$ cat src/rtl/layer_compositor_if.sv
// Configuration bus of layer_compositor: priority-table writes, enable-mask
// writes and the pending-commit status flag.
interface layer_compositor_if #(
   parameter int NUM_LAYERS = 8,
   parameter int IDX_W      = $clog2(NUM_LAYERS)
) ();
   logic                  cfgWr;
   logic [IDX_W-1:0]      cfgSlot;
   logic [IDX_W-1:0]      cfgLayer;
   logic                  cfgMaskWr;
   logic [NUM_LAYERS-1:0] cfgMask;
   logic                  cfgPending;

   modport master (
      output cfgWr, cfgSlot, cfgLayer, cfgMaskWr, cfgMask,
      input  cfgPending
   );

   modport slave (
      input  cfgWr, cfgSlot, cfgLayer, cfgMaskWr, cfgMask,
      output cfgPending
   );
endinterface

$ cat src/rtl/layer_compositor.sv
// N-layer pixel compositor with frame-synchronous shadow/commit priority table and enables.
// Optional per-frame collision reporting is built when COMPOSITOR_COLLISION_EN is defined.
module layer_compositor #(
   parameter int NUM_LAYERS = 8,
   parameter int RGB_W      = 8,
   parameter int IDX_W      = $clog2(NUM_LAYERS)
) (
   input  logic                        clk,
   input  logic                        resetN,
   input  logic                        startOfFrame,
   input  logic [NUM_LAYERS-1:0]       layerDR,
   input  logic [NUM_LAYERS*RGB_W-1:0] layerRGB,
   input  logic [RGB_W-1:0]            bgRGB,
   layer_compositor_if.slave           cfg,
   output logic [RGB_W-1:0]            RGBOut,
   output logic [IDX_W-1:0]            topLayer,
   output logic                        topValid,
   output logic [NUM_LAYERS-1:0]       collisionVec,
   output logic                        collisionIrq
);

   logic [IDX_W-1:0]      shadow_tab [NUM_LAYERS];
   logic [IDX_W-1:0]      active_tab [NUM_LAYERS];
   logic [IDX_W-1:0]      eff_tab    [NUM_LAYERS];
   logic [IDX_W-1:0]      s1_tab     [NUM_LAYERS];
   logic [NUM_LAYERS-1:0] shadow_mask;
   logic [NUM_LAYERS-1:0] active_mask;
   logic [NUM_LAYERS-1:0] eff_mask;
   logic                  pending;
   logic                  slot_wr;

   logic [NUM_LAYERS-1:0]       s1_draw;
   logic [NUM_LAYERS*RGB_W-1:0] s1_rgb;
   logic [RGB_W-1:0]            s1_bg;

   logic                  win_found;
   logic [IDX_W-1:0]      win_layer;
   logic [RGB_W-1:0]      win_rgb;

   assign slot_wr        = cfg.cfgWr && (int'(cfg.cfgSlot) < NUM_LAYERS);
   assign cfg.cfgPending = pending;

   // The startOfFrame pixel already sees the shadow contents it is about to commit.
   always_comb begin
      for (int unsigned i = 0; i < NUM_LAYERS; i++) begin
         eff_tab[i] = startOfFrame ? shadow_tab[i] : active_tab[i];
      end
      eff_mask = startOfFrame ? shadow_mask : active_mask;
   end

   // Slot 0 is scanned first; a layer index beyond NUM_LAYERS can never win.
   always_comb begin
      win_found = 1'b0;
      win_layer = '0;
      for (int unsigned p = 0; p < NUM_LAYERS; p++) begin
         if (!win_found && (int'(s1_tab[p]) < NUM_LAYERS) && s1_draw[s1_tab[p]]) begin
            win_found = 1'b1;
            win_layer = s1_tab[p];
         end
      end
      win_rgb = s1_rgb[int'(win_layer)*RGB_W +: RGB_W];
   end

   always_ff @(posedge clk or negedge resetN) begin
      if (!resetN) begin
         for (int unsigned i = 0; i < NUM_LAYERS; i++) begin
            shadow_tab[i] <= IDX_W'(i);
            active_tab[i] <= IDX_W'(i);
            s1_tab[i]     <= '0;
         end
         shadow_mask <= '1;
         active_mask <= '1;
         pending     <= 1'b0;
         s1_draw     <= '0;
         s1_rgb      <= '0;
         s1_bg       <= '0;
         RGBOut      <= '0;
         topLayer    <= '0;
         topValid    <= 1'b0;
      end else begin
         if (startOfFrame) begin
            active_tab  <= shadow_tab;
            active_mask <= shadow_mask;
         end
         if (slot_wr) begin
            shadow_tab[cfg.cfgSlot] <= cfg.cfgLayer;
         end
         if (cfg.cfgMaskWr) begin
            shadow_mask <= cfg.cfgMask;
         end
         // A write coinciding with the commit edge stays pending for the next frame.
         if (slot_wr || cfg.cfgMaskWr) begin
            pending <= 1'b1;
         end else if (startOfFrame) begin
            pending <= 1'b0;
         end

         s1_draw <= layerDR & eff_mask;
         s1_rgb  <= layerRGB;
         s1_bg   <= bgRGB;
         s1_tab  <= eff_tab;

         RGBOut   <= win_found ? win_rgb : s1_bg;
         topLayer <= win_layer;
         topValid <= win_found;
      end
   end

`ifdef COMPOSITOR_COLLISION_EN
   logic                  s1_sof;
   logic [NUM_LAYERS-1:0] acc;
   logic [NUM_LAYERS-1:0] contrib;

   assign contrib = ($countones(s1_draw) >= 2) ? s1_draw : '0;

   always_ff @(posedge clk or negedge resetN) begin
      if (!resetN) begin
         s1_sof       <= 1'b0;
         acc          <= '0;
         collisionVec <= '0;
         collisionIrq <= 1'b0;
      end else begin
         s1_sof <= startOfFrame;
         if (s1_sof) begin
            collisionVec <= acc;
            collisionIrq <= |acc;
            acc          <= contrib;
         end else begin
            collisionIrq <= 1'b0;
            acc          <= acc | contrib;
         end
      end
   end
`else
   assign collisionVec = '0;
   assign collisionIrq = 1'b0;
`endif

endmodule

$ cat src/flat_wrapper.sv
// flat-port wrapper written by rule: the top's interface ports become plain ports
module layer_compositor_flat 
#(
   parameter int NUM_LAYERS = 8,
   parameter int RGB_W      = 8,
   parameter int IDX_W      = $clog2(NUM_LAYERS)
)
  (clk, resetN, startOfFrame, layerDR, layerRGB, bgRGB, RGBOut, topLayer, topValid, collisionVec, collisionIrq, cfg_cfgWr, cfg_cfgSlot, cfg_cfgLayer, cfg_cfgMaskWr, cfg_cfgMask, cfg_cfgPending);
  layer_compositor_if #(.NUM_LAYERS(NUM_LAYERS), .IDX_W(IDX_W)) cfg_i ();
  input  logic clk;
  input  logic resetN;
  input  logic startOfFrame;
  input  logic [NUM_LAYERS-1:0] layerDR;
  input  logic [NUM_LAYERS*RGB_W-1:0] layerRGB;
  input  logic [RGB_W-1:0] bgRGB;
  output logic [RGB_W-1:0] RGBOut;
  output logic [IDX_W-1:0] topLayer;
  output logic topValid;
  output logic [NUM_LAYERS-1:0] collisionVec;
  output logic collisionIrq;
  input wire logic [$bits(cfg_i.cfgWr)-1:0] cfg_cfgWr;
  input wire logic [$bits(cfg_i.cfgSlot)-1:0] cfg_cfgSlot;
  input wire logic [$bits(cfg_i.cfgLayer)-1:0] cfg_cfgLayer;
  input wire logic [$bits(cfg_i.cfgMaskWr)-1:0] cfg_cfgMaskWr;
  input wire logic [$bits(cfg_i.cfgMask)-1:0] cfg_cfgMask;
  output wire logic [$bits(cfg_i.cfgPending)-1:0] cfg_cfgPending;
  assign cfg_i.cfgWr = cfg_cfgWr;
  assign cfg_i.cfgSlot = cfg_cfgSlot;
  assign cfg_i.cfgLayer = cfg_cfgLayer;
  assign cfg_i.cfgMaskWr = cfg_cfgMaskWr;
  assign cfg_i.cfgMask = cfg_cfgMask;
  assign cfg_cfgPending = cfg_i.cfgPending;
  layer_compositor #(.NUM_LAYERS(NUM_LAYERS), .RGB_W(RGB_W), .IDX_W(IDX_W)) u_core (.clk(clk), .resetN(resetN), .startOfFrame(startOfFrame), .layerDR(layerDR), .layerRGB(layerRGB), .bgRGB(bgRGB), .cfg(cfg_i), .RGBOut(RGBOut), .topLayer(topLayer), .topValid(topValid), .collisionVec(collisionVec), .collisionIrq(collisionIrq));
endmodule
$ cat config.mk
export PLATFORM = sky130hd
export DESIGN_NAME = layer_compositor_flat
export DESIGN_NICKNAME = d
export VERILOG_FILES = /design/src/rtl/layer_compositor_if.sv /design/src/rtl/layer_compositor.sv /design/src/flat_wrapper.sv
export SDC_FILE = /design/constraint.sdc
export NUM_CORES = 1
export LEC_CHECK = 0
export CORE_MARGIN = 2
export CORE_UTILIZATION = 50
export CTS_BUF_LIST = sky130_fd_sc_hd__clkbuf_8 sky130_fd_sc_hd__clkbuf_16
export DETAILED_ROUTE_END_ITERATION = 10
export PLACE_DENSITY = 0.75
export RECOVER_POWER = 25
export SETUP_SLACK_MARGIN = 0.5
export SLEW_MARGIN = 5
export SYNTH_ARGS = -nofsm -noshare
export SYNTH_HDL_FRONTEND = slang
export SYNTH_SLANG_ARGS = --single-unit
$ cat constraint.sdc
create_clock -name clk -period 3.47 [get_ports clk]
set_clock_uncertainty 0.1 [all_clocks]
set_input_delay 0.694 -clock clk [delete_from_list [all_inputs] [get_ports clk]]
set_output_delay 0.694 -clock clk [all_outputs]
set_load 0.05 [all_outputs]
==> qor.csv, run 1 <==
metric;value;unit
status;finished with violations;
violations;capacitance limit, slew limit;
worstMarginPinSlew;1.82;ns
rrSetupSlack;0.32;ns
rr_worst_depth;12;
hold_violations;0;
die_w;128;um
yosys_area;7700;sq um
synth_cell_type_count;57;
maxSlewViolCount;72;
cp_max_fo;6;
power.density;847;nW/um^2
routed-wl-met2;9850;um
drv_cap;1;
intPower;5500;uW
fp_util;50.9;%
htreeDepth;4;
cts_buffer_depth;2;
cts_sinks;181;
combPwrFrac;47.2;%
hold_depth;1;
routed_via_density;6.10;
grt_pass1_vias;5743;
rsz0062_at_grt;true;
grt_util_met2;41.5;%
syn_inst;553;
setup_tns;0;ns
cts_tree;built;
rows;45;
leakage;0.00430;uW
grt_pass1_wl;31100;um
hp-start;u_core.active_tab[7];
p_switching;3230;uW
ff_type;dfrtp_1;
worstReg2RegStart;u_core.s1_draw[7];
fmax;318;MHz
startpoint;u_core.s1_draw[7];
grt_max_degree;73;
dp_slack;0.106;ns
finalSetupViolations;0;
crit_path_max_incr_delay;0.53;ns
die_area;16400;sq um
ys_async_sr_fraction;100;%
ir_worst_vdd;0.516;mV
placedInstanceArea;9020;sq um
clock_latency;0.43;ns
synth-edff-count;0;
ios;121;
drt_iter0_drc;656;
cts_inserted_buffers;17;
yosysWarnings;0;
endpoint_kind;flop;
route.detailed.drc;0;
fin_area;10300;sq um
routed-via-count;5599;
ys_seq_share;59.4;%
hpwl;11800;um
holdBufCountCts;0;
hold-path-endpoint;u_core.active_tab[7];
log.warning_count;29;
dr.max_layer_used;met4;
globalplace.congestion;0.949;
synth_flops;181;
==> run 1: cell usage in the layout, fill, tap and decap left out, types with 11 or more instances in the layout <==
master / synthesis / layout
o21ai_0: 12 / 11
dlygate4sd3_1: 0 / 68
o2111ai_1: 16 / 13
o211ai_1: 20 / 20
dfstp_2: 40 / 40
buf_4: 9 / 45
nand2_1: 15 / 15
a21boi_1: 8 / 13
clkbuf_16: 0 / 19
dfrtp_2: 0 / 13
dfrtp_1: 141 / 128
nand3_1: 20 / 19
mux4_2: 14 / 14
clkdlybuf4s50_1: 0 / 42
and3_1: 25 / 24
mux2i_1: 15 / 12
and2_1: 20 / 17
mux2_2: 66 / 64
==> run 1: Yosys cell counts, drive strengths merged, types with 2 or more instances <==
cell	n	share of area [%]
a21boi	24	2.3
a21oi	3	0.19
and2	20	1.6
and3	25	2.0
and4	2	0.23
buf	27	2.4
clkbuf	12	0.58
dfrtp	141	46
dfstp	40	14
inv	8	0.39
mux2	70	10
mux2i	17	2.4
mux4	14	4.1
nand2	15	0.73
nand2b	6	0.49
nand3	20	1.3
nand4	4	0.52
nand4b	3	0.34
nor2	6	0.29
nor3	7	0.52
nor3b	2	0.19
o2111ai	16	1.8
o211ai	25	2.8
o21ai	13	0.84
o22a	3	0.34
o22ai	4	0.41
o32ai	9	1.4
or2	2	0.16
==> run 1: registers in the layout, summed over array words and instances, names as in the netlist <==
signal,cells
u_core.s1_rgb,64
u_core.s1_tab,24
u_core.cfg.cfgPending,1
u_core.active_mask,8
u_core.s1_bg,8
u_core.topLayer,3
u_core.s1_draw,8
u_core.topValid,1
u_core.shadow_mask,8
u_core.RGBOut,8
u_core.shadow_tab,24
u_core.active_tab,24
==> run 1: what timing repair did <==
item,CTS,global route
pin swaps,11,24
setup buffers,34,5
cloned,6,4
gates resized,49,20
endpoints found under the setup margin,10,9
==> run 1: critical path, delay by kind of cell, from the launching register on <==
kind                   cells  cell delay (ns)
AOI/OAI and AO/OA          4             0.70
buffers and inverters      4             0.58
DFF                        1             0.45
muxes                      2             0.62
and+or+nand+nor            2             0.60
==> run 1: through the flow <==
stage	hold slack, ns	instances	total power (uW)
after floorplan	0.298	561	4940
after global placement	0.382	837	5670
after detailed placement	0.386	837	5760
after CTS	0.199	909	8310
after global routing	0.414	918	9090
final	0.404	918	8730
==> run 1: power by group through the flow <==
stage               registers [uW]  logic [uW]  clock network [uW]
finish                        2800        4120                1800
CTS                           2790        3690                1830
floorplan                     2960        1980                   0
global route                  2840        4330                1930
detailed placement            2820        2930                   0
global placement              2810        2860                   0
==> run 1: kinds of logic (layout without fill, tap and decap cells) <==
group,Yosys count,after routing,synth area share [%]
AND/OR/NAND/NOR,116,116,9.01
other,1,9,0.0487
multiplexers,101,101,16.7
AND-OR/OR-AND,106,110,11.4
flip-flops,181,181,59.4
buffers and inverters,48,213,3.38
==> run 1: area by class of cell <==
class / instances / area (sq um) / area share (%)
Timing Repair Buffer: 172 / 1750 / 16.9
Multi-Input combinational cell: 336 / 3150 / 30.5
Sequential cell: 181 / 4600 / 44.6
Inverter: 9 / 33.8 / 0.328
Clock inverter: 14 / 113 / 1.09
Clock buffer: 18 / 439 / 4.26
Tap cell: 188 / 235 / 2.28
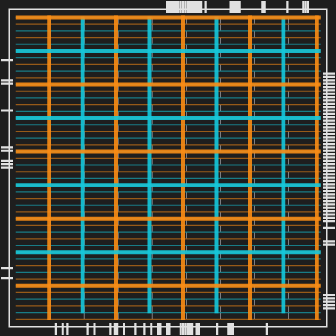
Fig. 1. PDN straps and rails (run 1).
Pins as bars on the die edge. Tap cells in grey.
[VDD] cyan
[VSS] orange
met1 rails: 46
rows: 45
met4 straps: 9

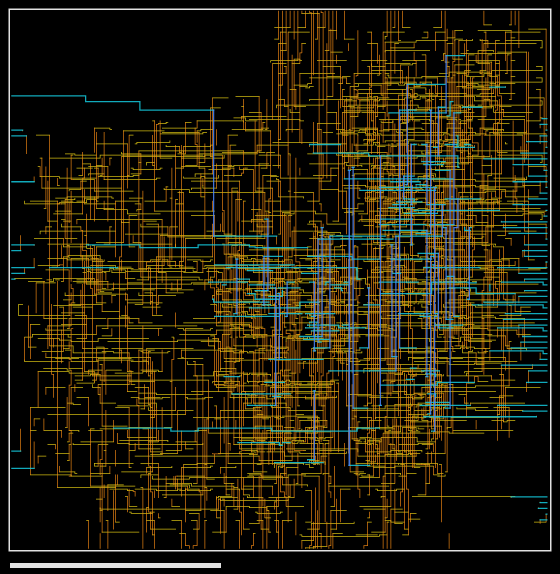
Fig. 2. Wiring by layer (run 1).
Bar = 50 um.
[metal 1] yellow | wire length: 7,890 um
[metal 3] cyan | wire length: 1,440 um
[metal 4] blue | wire length: 973 um
[metal 2] orange | wire length: 9,850 um
DRT Wirelength: 20,200 um
WL/cell: 22.0 um
Total Routing Usage GR: 25.1%

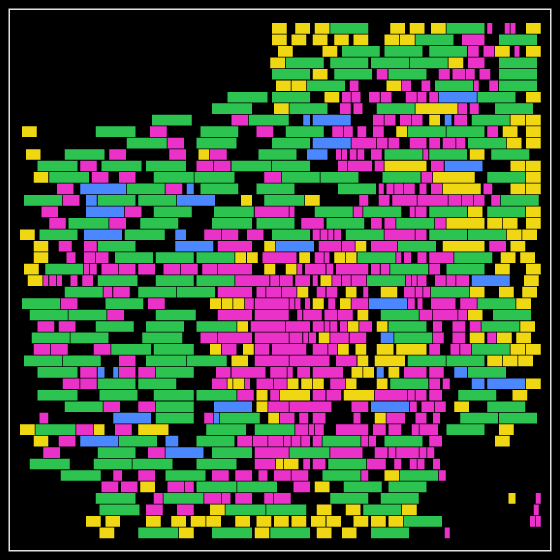
Fig. 3. Cells coloured by class (run 1).
[flops] green | cells: 181
[combinational and other logic] magenta | cells: 345
[other buffers and delay cells] yellow | cells: 172
[clock drivers and dummy loads] blue | cells: 32

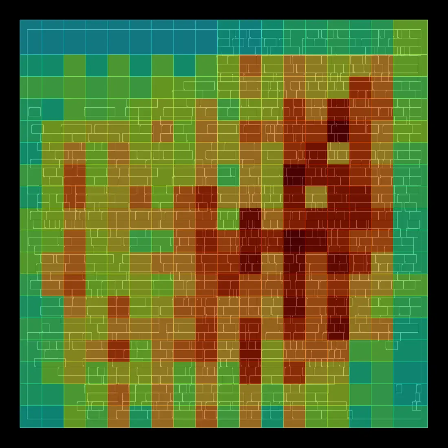
Fig. 4. Routing congestion map (run 1).
GR Util met3: 6.80%
GRT Max-Usage Layer: met2
met1 GRT Util: 31.3%

--- run 2 (diff from run 1) ---
SLEW_MARGIN = not set   (was 5)
==> run 2 against run 1 <==
- the run still ends with capacitance limit, slew limit left
- routed wire length stayed put
- setup slack stayed put
- critical path depth stayed put
- die size stayed put
- critical endpoint unchanged
- largest power group unchanged
==> qor.csv, run 2 <==
metric;value;unit;change
yosys_area;7700;sq um;unchanged
die_area;16400;sq um;unchanged
synth_flops;181;;unchanged
layout_top_cell;dfrtp_1;;
hold_class;reg2reg;;
synthMuxAreaShare;16.7;%;unchanged
finalClockPeriodUsage;90.7;%;
ios;121;;unchanged
routed-via-count;5599;;unchanged
ys_seq_share;59.4;%;unchanged
log.warning_count;29;;unchanged
worstReg2RegStart;u_core.s1_draw[7];;
antenna_found_initial;0;;
rows;45;;unchanged
area_leaders;dfrtp_1 46%, dfstp_2 14%, mux2_2 9.6%;;
hpwl;11800;um;unchanged
endpoint_kind;flop;;
synth_cell_type_count;57;;unchanged
startpoint_type;flop;;
xor_share;0;%;unchanged
leakage;0.00430;uW;unchanged
syn_area_per_cell;13.9;sq um;
yosysWarnings;0;;unchanged
compound_area_share;11.4;%;unchanged
portBuffers;111;;
grt_pass1_wl;31100;um;unchanged
mostFrequentLayoutCells;128 x dfrtp_1, 68 x dlygate4sd3_1, 64 x mux2_2;;
dp_slack;0.106;ns;unchanged
synth-edff-count;0;;unchanged
rr_worst_depth;12;;unchanged
synth.most_common_cell;dfrtp_1;;
ys_async_sr_fraction;100;%;unchanged
worst-endpoint-arrival;3.40;ns;
grt_pass1_vias;5743;;unchanged
holdBufCountCts;0;;unchanged
globalplace.congestion;0.949;;unchanged
die_w;128;um;unchanged
largest_reg_flops;64;;unchanged
cts_tree;built;;
route.detailed.drc;0;;unchanged
status;finished with violations;;
routed_via_density;6.10;;unchanged
ys_sh_simple;9.01;%;unchanged
drt_iter0_drc;656;;unchanged
htreeDepth;4;;unchanged
finalSetupViolations;0;;unchanged
wl;20200;um;unchanged
cp_max_fo;6;;unchanged
power.density;847;nW/um^2;unchanged
yosysTopAreaCell;dfrtp_1;;
logic_family;multiplexers;;
hold_depth;1;;unchanged
violations;capacitance limit, slew limit;;
setup_tns;0;ns;unchanged
hold_violations;0;;unchanged
hp-start;u_core.active_tab[7];;
wl_per_cell;22.0;um;unchanged
fp_util;50.9;%;unchanged
rsz0062_at_grt;true;;
top_cell_area_share;45.8;%;unchanged
grt_max_degree;73;;unchanged
cts_sinks;181;;unchanged
rrSetupSlack;0.32;ns;about the same
fmax;318;MHz;unchanged
track_usage;25.1;%;unchanged
top_register;u_core.s1_rgb;;
finalPower;8730;uW;unchanged
adder_share;0;%;unchanged
cts_inserted_buffers;17;;unchanged
cts_buffer_depth;2;;unchanged
worstMarginPinSlew;1.82;ns;unchanged
drtPass1Iterations;5;;
maxSlewViolCount;72;;unchanged
hold-path-endpoint;u_core.active_tab[7];;
ff_type;dfrtp_1;;
ir_worst_vdd;0.516;mV;unchanged
common_cells;141 x dfrtp_1, 66 x mux2_2, 40 x dfstp_2;;
syn_inst;553;;unchanged
crit_path_max_incr_delay;0.53;ns;about the same
fin_ws;0.323;ns;
drv_cap;1;;unchanged
-- run 2: cell counts after synthesis --
No cell type changed its count.
-- run 2: what timing repair did --
| action | in CTS | in global routing |
|---|---|---|
| gates resized | 49 | 20 |
| buffers inserted | 34 | 5 |
| pin swaps | 11 | 24 |
| hold endpoints to repair | 0 | 0 |
| cloned | 6 | 4 |
| endpoints found under the setup margin | 10 | 9 |
-- run 2: area by class of cell --
class | count | area, sq um
flip-flops and latches | 181 | 4600
clock buffers | 18 | 439
repair buffers | 172 | 1750
well taps | 188 | 235
inverters | 9 | 33.8
multi-input cells | 336 | 3150
clock inverters | 14 | 113
fillers | 989 | 4840
-- run 2: stage by stage --
stage	instances	hold WS, ns	instance area (sq um)
3_3_place_gp	837	0.382	9020
5_1_grt	918	0.414	10300
6_report	918	0.404	10300
4_1_cts	909	0.199	10100
2_1_floorplan	561	0.298	7760
3_5_place_dp	837	0.386	9020
-- run 2: cells by family (layout without fill, tap and decap cells) --
family,after synthesis,count (layout)
muxes,101,101
and+or+nand+nor,116,116
DFF,181,181
AOI/OAI and AO/OA,106,110
buffers and inverters,48,213
other,1,9
-- run 2: worst max path at each step --
stage / slack [ns] / end / depth (start not counted) / from
6_report: 0.32 / u_core.RGBOut[2] / 12 / u_core.s1_draw[7]
5_1_grt: 0.24 / u_core.RGBOut[2] / 12 / u_core.s1_draw[7]
4_1_cts: 0.44 / u_core.RGBOut[5] / 11 / u_core.s1_draw[5]
3_5_place_dp: 0.11 / u_core.RGBOut[3] / 9 / u_core.s1_tab[22]
3_3_place_gp: 0.21 / u_core.RGBOut[3] / 9 / u_core.s1_tab[15]
2_1_floorplan: 0.42 / u_core.RGBOut[0] / 12 / u_core.s1_draw[6]
-- run 2: where the power goes --
part           switching, uW  internal [uW]
Sequential               253           2550
Clock                    804            998
Combinational           2180           1950
-- run 2: routing by layer --
metal / vias up / GRT usage [%] / routed length [um]
li1: 2397 / - / -
met1: 2812 / 31.3 / 7890
met2: 304 / 41.5 / 9850
met3: 86 / 6.80 / 1440
met4: 0 / 10.5 / 973
met5: - / 0 / 0
-- run 2: worst max-delay path: cells and delay by family, from the launching register on --
kind,cells,cell delay (ns)
buffers and inverters,4,0.58
AND-OR/OR-AND,4,0.70
AND/OR/NAND/NOR,2,0.60
flip-flops,1,0.45
multiplexers,2,0.62
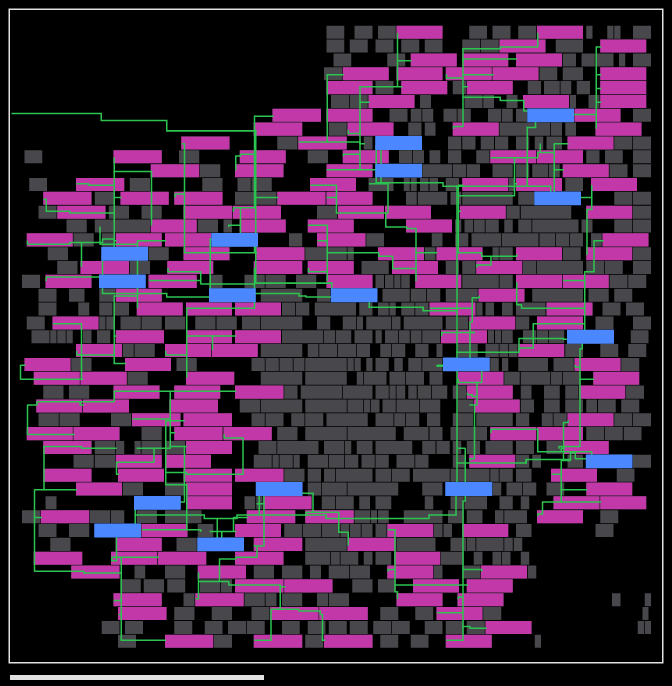
Fig. 5. Clock distribution (run 2).
Bar = 50 um.
[clock wires] green | length: 2,000 um
[clock drivers] blue | count: 17
[flip-flops] magenta | count: 181
flops lie: widely spread
routed clock nets: 18
Clock group: 1800 uW
clock network fraction of total power: 20.6%
Late-Pin Clk Latency: 0.43 ns

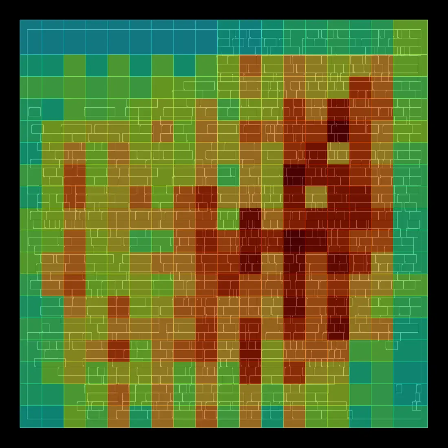
Fig. 6. Routing congestion map (run 2).
final core utilization: 68.1%
met2 Resource Use GR: 41.5%

No activity file was given, so power comes from the tool's default toggle rates.
